===== config.mk =====
export PLATFORM = sky130hd
export DESIGN_NAME = rcv_word_fifo
export DESIGN_NICKNAME = d
export VERILOG_FILES = /design/src/rtl/rcv_word_fifo.sv
export SDC_FILE = /design/constraint.sdc
export NUM_CORES = 1
export LEC_CHECK = 0
export ABC_AREA = 1
export CORE_MARGIN = 1
export CORE_UTILIZATION = 30
export CTS_BUF_LIST = sky130_fd_sc_hd__clkbuf_8
export CTS_CLUSTER_SIZE = 14
export DETAILED_ROUTE_END_ITERATION = 16
export GPL_TIMING_DRIVEN = 0
export SYNTH_ARGS = -nofsm -noshare
export SYNTH_HDL_FRONTEND = slang
export SYNTH_SLANG_ARGS = --single-unit

===== constraint.sdc =====
create_clock -name HCLK -period 4.6 [get_ports HCLK]
set_clock_uncertainty 0.2 [all_clocks]
set_input_delay 1.15 -clock HCLK [delete_from_list [all_inputs] [get_ports HCLK]]
set_output_delay 1.15 -clock HCLK [all_outputs]
set_load 0.02 [all_outputs]

===== src/rtl/rcv_word_fifo.sv =====
// rtl/rcv_word_fifo.sv - 32-bit word receive buffer presenting 64-bit blocks to the cipher core
module rcv_word_fifo #(
    parameter int DEPTH_WORDS = 8,
    parameter int CNT_W       = $clog2(DEPTH_WORDS) + 1
) (
    input  logic             HCLK,
    input  logic             HRESETn,
    input  logic             rcv_enq_word,
    input  logic [31:0]      wdata,
    input  logic             clear,
    input  logic             blk_ready,
    output logic             blk_valid,
    output logic [63:0]      blk_data,
    output logic             rcv_fifo_full,
    output logic             rcv_fifo_empty,
    output logic [CNT_W-1:0] word_count,
    output logic             overflow
);

    localparam int PTR_W = $clog2(DEPTH_WORDS);
    localparam logic [CNT_W-1:0] DEPTH_CNT = CNT_W'(DEPTH_WORDS);
    localparam logic [CNT_W-1:0] CNT_ONE   = CNT_W'(1);
    localparam logic [CNT_W-1:0] CNT_TWO   = CNT_W'(2);
    localparam logic [PTR_W-1:0] PTR_ONE   = PTR_W'(1);
    localparam logic [PTR_W-1:0] PTR_TWO   = PTR_W'(2);

    logic [31:0]      mem [DEPTH_WORDS];
    logic [PTR_W-1:0] wr_ptr;
    logic [PTR_W-1:0] rd_ptr;
    logic [CNT_W-1:0] count;
    logic             overflow_q;

    logic push_ok;
    logic push_drop;
    logic pop;

    // Space and block availability come from registered count only, so a
    // same-cycle pop never makes room for the push beside it.
    assign push_ok   = rcv_enq_word && (count < DEPTH_CNT);
    assign push_drop = rcv_enq_word && (count == DEPTH_CNT);
    assign pop       = blk_valid && blk_ready;

    always_ff @(posedge HCLK or negedge HRESETn) begin
        if (!HRESETn) begin
            mem        <= '{default: '0};
            wr_ptr     <= '0;
            rd_ptr     <= '0;
            count      <= '0;
            overflow_q <= 1'b0;
        end else if (clear) begin
            wr_ptr     <= '0;
            rd_ptr     <= '0;
            count      <= '0;
            overflow_q <= 1'b0;
        end else begin
            overflow_q <= push_drop;
            if (push_ok) begin
                mem[wr_ptr] <= wdata;
                wr_ptr      <= wr_ptr + PTR_ONE;
            end
            if (pop) begin
                rd_ptr <= rd_ptr + PTR_TWO;
            end
            case ({push_ok, pop})
                2'b10:   count <= count + CNT_ONE;
                2'b01:   count <= count - CNT_TWO;
                2'b11:   count <= count - CNT_ONE;
                default: count <= count;
            endcase
        end
    end

    // rd_ptr is always even, so its partner slot is rd_ptr with bit 0 set.
    assign blk_valid      = (count >= CNT_TWO);
    assign blk_data       = {mem[rd_ptr], mem[rd_ptr | PTR_ONE]};
    assign rcv_fifo_full  = (count == DEPTH_CNT);
    assign rcv_fifo_empty = (count == '0);
    assign word_count     = count;
    assign overflow       = overflow_q;

endmodule


==> impl_metrics.json <==
{
  "die_h_um": 199.8,
  "ys_cells": 1382,
  "hp-start": "mem[170]",
  "worst_pin_slew_ns": 0.7486,
  "slew-limit-headroom_pct": 50.10,
  "startpoint": "rd_ptr[2]",
  "fin_setup_tns_ns": 0,
  "netlist.area_leader.share_pct": 56.70,
  "clkbuf_count": 51,
  "drc_errors": 0,
  "r2r_end": "word_count[3]",
  "drtIter0Drc": 977,
  "drive_gt1_share_pct": 6.556,
  "simple_gate_share_pct": 14.94,
  "outcome": "finished clean",
  "route.met2.wl_um": 17970,
  "yosys_warnings": 0,
  "dr_wl_met3_um": 2769,
  "fa_ha_area_share_pct": 0.9166,
  "hold_depth": 2,
  "ff_type": "dfrtp_1",
  "m1WireLength_um": 17190,
  "period_minus_slack_ns": 4.539,
  "via_count": 10610,
  "warnings": 32,
  "cts-root-buf": "clkbuf_8",
  "clock_sinks": 266,
  "sh_seq_area_pct": 46.36,
  "ant_nets": 0,
  "portBuffers": 108,
  "seqPwrFrac_pct": 38.8,
  "top_cells_by_area": "dfrtp_1 (57%), o21ai_0 (18%), nand2_1 (10%)",
  "fin_crit_sh_pct": 98.68,
  "cp-end-kind": "output pin",
  "top_register": "mem",
  "nMultiInputCombCells": 937,
  "stdcell_area_um2": 14360,
  "grt_max_degree": 123,
  "seq_cell_count": 266,
  "die_x_um": 199.8,
  "dp_hpwl_um": 26440,
  "syn_area_per_cell_um2": 8.495,
  "most-common-layout-cells": "o21ai_0 (418), nand2_1 (314), dfrtp_1 (266)",
  "reg2reg_from": "word_count[2]"
}
==> images/registers.png <==
Other sequential cells in the stronger gray, the rest of the logic in the fainter gray.
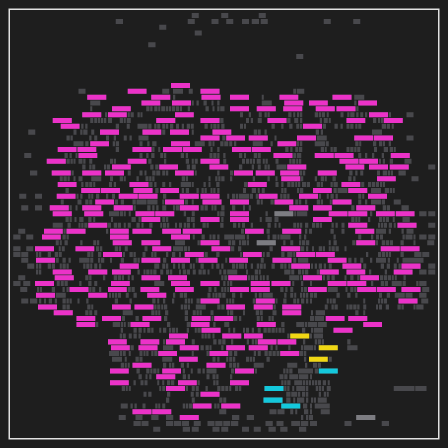
name in the netlist	color	flops
word_count	cyan	4
wr_ptr	yellow	3
mem	magenta	256
register area: 6656 um2
final core utilization: 37.15%
Seq group: 3.30 mW

==> images/met1.png <==
Supply wires on this layer in gray.
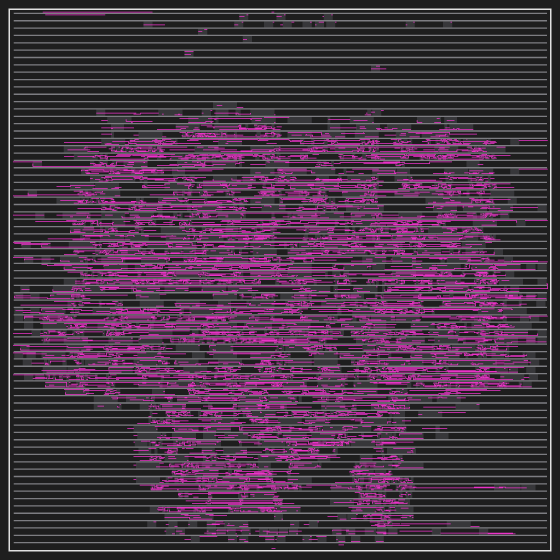
wire length on this layer	17,200 um
main direction	horizontal
nets with wire on the layer	1,492

==> images/final_congestion.png <==
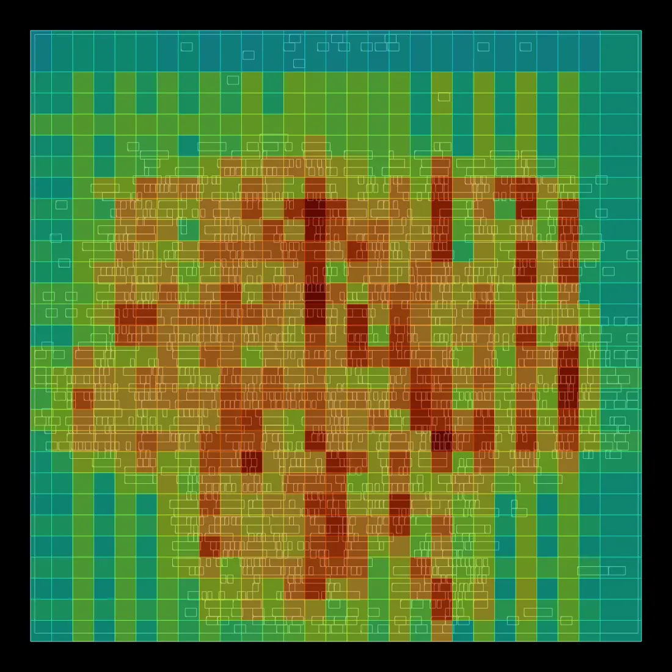
GRT Util Overall: 19.94%
met2 GRT Util: 31.71%
gr busiest metal: met2
met1 GRT Util: 27.87%

==> images/port_nets.png <==
Bar = 50 um.
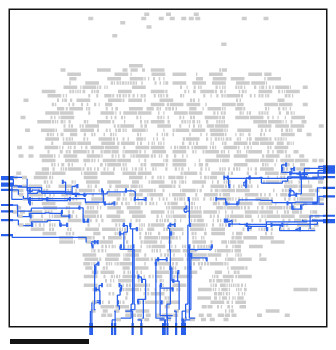
port	color	bits	direction	end cells	buffers	wire
wdata	blue	32	input	96	32	1,900 um

==> images/met2.png <==
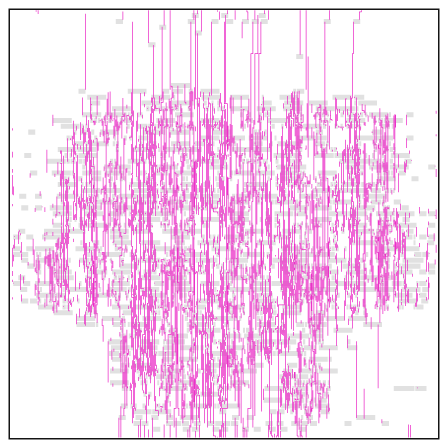
share of all routed wire	46%
main direction	vertical
nets with wire on the layer	1,260
wire length on this layer	18,000 um

Power and IR drop assume default switching activity.
